--- src/rtl/fir_pkg.sv ---
// Shared definitions for the serial-MAC FIR filter: FSM encoding, width helper and
// the round/shift/saturate function applied to the accumulator on output.
package fir_pkg;

  localparam logic [1:0] IDLE = 2'd0;
  localparam logic [1:0] MAC  = 2'd1;
  localparam logic [1:0] OUT  = 2'd2;

  function automatic int unsigned clog2(input int unsigned n);
    int unsigned r;
    r = 0;
    while ((32'd1 << r) < n) r++;
    return r;
  endfunction

  // Accumulators up to 62 bits are handled; round half up, then clamp to out_w bits.
  function automatic logic signed [63:0] sat_round(input logic signed [63:0] acc,
                                                   input int unsigned        shift,
                                                   input int unsigned        out_w);
    logic signed [63:0] v;
    logic signed [63:0] hi;
    logic signed [63:0] lo;
    v = acc;
    if (shift > 0) v = v + (64'sd1 <<< (shift - 1));
    v  = v >>> shift;
    hi = (64'sd1 <<< (out_w - 1)) - 64'sd1;
    lo = -hi - 64'sd1;
    if (v > hi) return hi;
    if (v < lo) return lo;
    return v;
  endfunction

endpackage

--- src/rtl/fir_serial_mac_coef_bank.sv ---
// Coefficient register file: one write port gated by an enable, one indexed read port.
module fir_coef_bank
  import fir_pkg::*;
#(
  parameter int unsigned TAPS   = 13,
  parameter int unsigned COEF_W = 16,
  parameter int unsigned AW     = 4
) (
  input  logic                     clk,
  input  logic                     rst,
  input  logic                     en_i,
  input  logic                     we_i,
  input  logic [AW-1:0]            addr_i,
  input  logic signed [COEF_W-1:0] wdata_i,
  input  logic [AW-1:0]            idx_i,
  output logic signed [COEF_W-1:0] coef_o
);

  logic signed [COEF_W-1:0] coef_q [TAPS];

  // Address decode over existing entries only, so out-of-range writes fall through.
  always_ff @(posedge clk or posedge rst) begin
    if (rst) begin
      for (int unsigned i = 0; i < TAPS; i++) coef_q[i] <= '0;
    end else if (en_i && we_i) begin
      for (int unsigned i = 0; i < TAPS; i++) begin
        if (addr_i == AW'(i)) coef_q[i] <= wdata_i;
      end
    end
  end

  always_comb begin
    coef_o = '0;
    for (int unsigned i = 0; i < TAPS; i++) begin
      if (idx_i == AW'(i)) coef_o = coef_q[i];
    end
  end

endmodule

--- src/rtl/fir_serial_mac.sv ---
// N-tap signed FIR with one shared multiply-accumulate stepped over the taps,
// valid/ready on both sides and a rounded, shifted, saturated result.
module fir_serial_mac
  import fir_pkg::*;
#(
  parameter int unsigned DATA_W = 16,
  parameter int unsigned COEF_W = 16,
  parameter int unsigned TAPS   = 13,
  parameter int unsigned OUT_W  = 32,
  parameter int unsigned SHIFT  = 0,
  localparam int unsigned AW    = clog2(TAPS),
  localparam int unsigned ACC_W = DATA_W + COEF_W + clog2(TAPS)
) (
  input  logic                     clk,
  input  logic                     rst,
  input  logic                     in_valid_i,
  output logic                     in_ready_o,
  input  logic signed [DATA_W-1:0] in_data_i,
  output logic                     out_valid_o,
  input  logic                     out_ready_i,
  output logic signed [OUT_W-1:0]  out_data_o,
  input  logic                     coef_we_i,
  input  logic [AW-1:0]            coef_addr_i,
  input  logic signed [COEF_W-1:0] coef_wdata_i,
  output logic                     busy_o
);

  logic [1:0]               state_q, state_d;
  logic [AW-1:0]            idx_q, idx_d;
  logic signed [ACC_W-1:0]  acc_q, acc_d, acc_sum, prod;
  logic signed [DATA_W-1:0] x_q [TAPS];
  logic signed [DATA_W-1:0] x_sel;
  logic signed [COEF_W-1:0] c_sel;
  logic signed [OUT_W-1:0]  out_data_q, out_data_d;
  logic                     out_valid_q, out_valid_d;
  logic                     accept, last;

  assign in_ready_o  = (state_q == IDLE);
  assign busy_o      = (state_q != IDLE);
  assign out_valid_o = out_valid_q;
  assign out_data_o  = out_data_q;
  assign accept      = in_valid_i && in_ready_o;
  assign last        = (idx_q == AW'(TAPS - 1));

  fir_coef_bank #(
    .TAPS   (TAPS),
    .COEF_W (COEF_W),
    .AW     (AW)
  ) u_coef_bank (
    .clk     (clk),
    .rst     (rst),
    .en_i    (in_ready_o),
    .we_i    (coef_we_i),
    .addr_i  (coef_addr_i),
    .wdata_i (coef_wdata_i),
    .idx_i   (idx_q),
    .coef_o  (c_sel)
  );

  always_comb begin
    x_sel = '0;
    for (int unsigned i = 0; i < TAPS; i++) begin
      if (idx_q == AW'(i)) x_sel = x_q[i];
    end
  end

  // Operands are sign-extended to ACC_W first so the product is full-width and signed.
  assign prod    = ACC_W'(x_sel) * ACC_W'(c_sel);
  assign acc_sum = acc_q + prod;

  always_ff @(posedge clk or posedge rst) begin
    if (rst) begin
      for (int unsigned i = 0; i < TAPS; i++) x_q[i] <= '0;
    end else if (accept) begin
      for (int unsigned i = TAPS - 1; i > 0; i--) x_q[i] <= x_q[i-1];
      x_q[0] <= in_data_i;
    end
  end

  always_comb begin
    state_d     = state_q;
    idx_d       = idx_q;
    acc_d       = acc_q;
    out_data_d  = out_data_q;
    out_valid_d = out_valid_q;
    case (state_q)
      IDLE: begin
        if (accept) begin
          acc_d   = '0;
          idx_d   = '0;
          state_d = MAC;
        end
      end
      MAC: begin
        acc_d = acc_sum;
        idx_d = idx_q + AW'(1);
        if (last) begin
          out_data_d  = OUT_W'(sat_round(64'(acc_sum), SHIFT, OUT_W));
          out_valid_d = 1'b1;
          state_d     = OUT;
        end
      end
      OUT: begin
        if (out_ready_i) begin
          out_valid_d = 1'b0;
          state_d     = IDLE;
        end
      end
      default: state_d = IDLE;
    endcase
  end

  always_ff @(posedge clk or posedge rst) begin
    if (rst) begin
      state_q     <= IDLE;
      idx_q       <= '0;
      acc_q       <= '0;
      out_data_q  <= '0;
      out_valid_q <= 1'b0;
    end else begin
      state_q     <= state_d;
      idx_q       <= idx_d;
      acc_q       <= acc_d;
      out_data_q  <= out_data_d;
      out_valid_q <= out_valid_d;
    end
  end

endmodule

--- config.mk ---
export PLATFORM = sky130hd
export DESIGN_NAME = fir_serial_mac
export DESIGN_NICKNAME = d
export VERILOG_FILES = /design/src/rtl/fir_pkg.sv /design/src/rtl/fir_serial_mac_coef_bank.sv /design/src/rtl/fir_serial_mac.sv
export SDC_FILE = /design/constraint.sdc
export NUM_CORES = 2
export LEC_CHECK = 0
export CAP_MARGIN = 20
export CORE_MARGIN = 2
export CORE_UTILIZATION = 45
export DETAILED_ROUTE_END_ITERATION = 10
export GPL_TIMING_DRIVEN = 0
export HOLD_SLACK_MARGIN = 0.08
export PLACE_DENSITY = 0.61
export REMOVE_ABC_BUFFERS = 1
export SYNTH_ARGS = -nofsm -noshare
export SYNTH_HDL_FRONTEND = slang
export SYNTH_SLANG_ARGS = --single-unit
--- constraint.sdc ---
create_clock -name clk -period 14.8 [get_ports clk]
set_input_delay 2.22 -clock clk [delete_from_list [all_inputs] [get_ports clk]]
set_output_delay 2.22 -clock clk [all_outputs]
set_load 0.05 [all_outputs]
==> CHANGELOG.md <==
### Implementation results

- Clock tree from TritonCTS: yes
- HP Start: x_q[13]
- Worst min-delay path category: register to register
- Largest regs: u_coef_bank.coef_q x208, x_q x208, acc_q x36
- DR pass1 iterations: 5
- Ao+oa area frac: 10.7%
- Post-synthesis register bit count: 491
- Signal inverters: 376
- Init Core Util: 45.5%
- Non-CTS buffers: 119
- Non-clock buffers, area share: 4.17%
- Tap Count: 969
- Worst R2R Start: idx_q[2]
- Port bufs: 75
- Core Util, Final: 50.7%
- Hold bufs inserted after CTS: 0
- Largest net degree at the start of global routing: 116
- Slowest cell on crit path: a31oi_1
- Endpoint of the most critical setup path: out_data_o[2]
- Distinct cell type count after synthesis: 70
- Number of remaining DRC errors: 0
- Worst Setup Start Kind: register
- Most frequent CP cell: fa_1
- Final Hold Fails: 0
- Synthesis Warnings: 0
- Routability cong.: 0.906
- Dpl cell area: 0.0360 sq mm
- Post-DP HPWL: 59.9 mm
- Die Width: 279 um
- GR peak layer: met2
- Largest stage delay on the critical path: 880 ps
- Basic Gates by Area: 15.9%
- Clk buf depth: 3
- WHS Path Cells: 2
- Setup ws final: 3270 ps
- Clk_buf instances: 82
- Top cells excl fill/tap: 883 x nand2_1, 491 x dfrtp_1, 375 x inv_1, 315 x fa_1, 208 x mux2_2
- OpenROAD warning count: 37
- Syn_area_per_cell: 9.52 sq um
- Seq cells: 491
- CP bufs+invs: 5
- Final ANT Viol Nets: 0
- CTS root buf: clkbuf_16
- Worst-path clk slew: 60 ps
- Post-CTS resize count: 0
- R2R setup slack: 3270 ps
- CP Capture Type: register
- Clock Latency Late Sink: 660 ps
- DRT iter0 DRCs: 1711
- Met2 Routed Length: 39.7 mm
- Die ar.: 0.0777 sq mm
- Met1 Use GR: 31.1%
- Setup violations, final: 0
- Sink Count: 491
- Max transition margin: 24.1%
- Max-Cap Viols: 0
- Fillers: 6963
- Peak Freq: 0.0867 GHz
- Clock buffer count from CTS: 56
- Top cell excl fill/tap: nand2_1
- Layout cells sized above 1: 12.4%
- Reg2reg path depth: 30
- Gr usage total: 22.6%
- Post-CTS setup repair buffer count: 0
- Worst Tran Pin Value: 1130 ps
- RR Endpoint: out_data_o[2]
- Chip Area, Yosys: 0.0340 sq mm
- Core Rows: 100
- Core Footprint: 0.0746 sq mm
- MUX share of area: 6.90%
- Hold WS: 478 ps
- CP top delay family: AND-OR/OR-AND gates
- Critical path class: register to register
- Slew Limit Fails: 0
- RSZ-0062 raised after global routing: false
- CP startpoint: idx_q[2]
- Top non-seq family: adder cells
- H-tree depth: 2
- Initial antenna violation count: 0
- M1 WL: 38.3 mm
- Logic area: 0.0195 sq mm
- Routed len/inst: 18.5 um
- Synthesized instance count: 3568
- Crit path DAT: 12080 ps
- Yosys cell count: 3568
- Outcome: complete, no violations
- Top_reg_cell synth: dfrtp_1
- Hold endpoint: x_q[13]
- Grt total ovfl: 0
- WP data required: 15340 ps
- Dpl cells: 4449
- Clk cell area share: 4.63%
- Synth Cell Area: 0.0340 sq mm
- First-pass GRT wire length: 140 mm
- Register share after synthesis: 36.2%
- MI comb cells: 2497
- Met3 WL: 3.65 mm
- Min cycle time layout: 11530 ps
- Final Instance Count excl. Fillers: 4548
- Dpl ws: 3340 ps
- Number of enable flip-flop cells: 0
- Fin crit share: 77.9%
- Antenna Cells: 0
- Flop share of the area: 32.5%
- Comb area share: 51.7%
- Yosys xor share: 1.03%
- Uppermost layer routed: met4
- Vias/cell: 5.40
- Nets: 4007
- Die Ht: 279 um
- Adder-cell share of the synthesized area: 22.6%
- Leading cell kind: logic gates
- Ys async rst share: 100%
- Clock Skew: 47.6 ps
- Crit Path Max Fanout: 30
- Final instance area: 0.0378 sq mm
- Setup TNS: 0 ps
- Vias in the first global route: 25.5k
- WP depth: 30
- I/O pin count: 76
- Seq. cell area: 0.0123 sq mm
- Area growth syn-to-layout: 11.3%
==> Yosys cell counts, drive strengths merged, types with 7 or more instances <==
cell,instances,area (sq um)
nand3,46,230
nor2,213,802
a211oi,9,72.6
clkbuf,153,577
xor2,17,149
and2,55,344
a21oi,135,762
a311oi,29,254
dfrtp,491,12300
a22oi,31,238
inv,376,1410
buf,51,269
nand2,885,3320
xnor2,23,201
a21o,11,82.6
mux2,208,2340
a31o,25,219
fa,315,6310
o21ai,120,619
nor2b,19,119
nand3b,37,278
a31oi,31,309
nand2b,16,103
nor3,7,35.0
a221oi,35,344
o211ai,37,278
ha,110,1380
o22ai,32,200
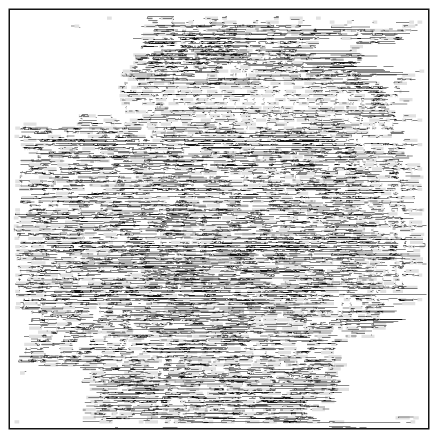
*Signal wires on met1*
Scale: 1.5 px per um.
share of all routed wire = 45%
nets with wire on the layer = 3663
longest straight run = 59.8 um
wire length on this layer = 38.3 mm
main direction = horizontal
routed vias: 24.6k
Total Wirelength: 84.3 mm

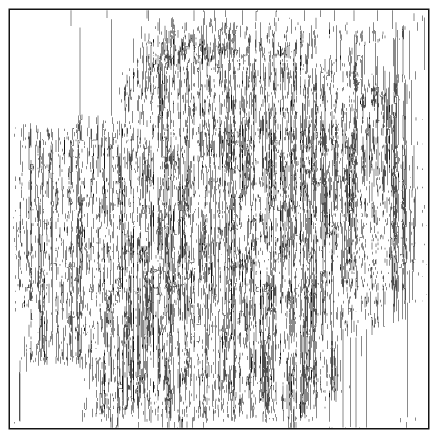
*The metal 2 layer*
Scale: 1.5 px per um.
longest straight run = 96.2 um
wire length on this layer = 39.7 mm
share of all routed wire = 47%
main direction = vertical
nets with wire on the layer = 3252
M2 GR Usage: 37.3%

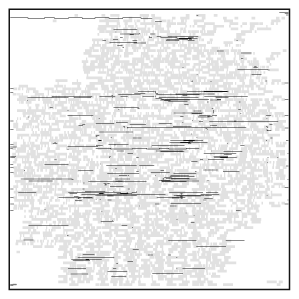
*Signal wires on met3*
Scale: 1 px per um.
main direction = horizontal
longest straight run = 119 um
wire length on this layer = 3650 um
nets with wire on the layer = 186
met3 global-route usage: 2.75%

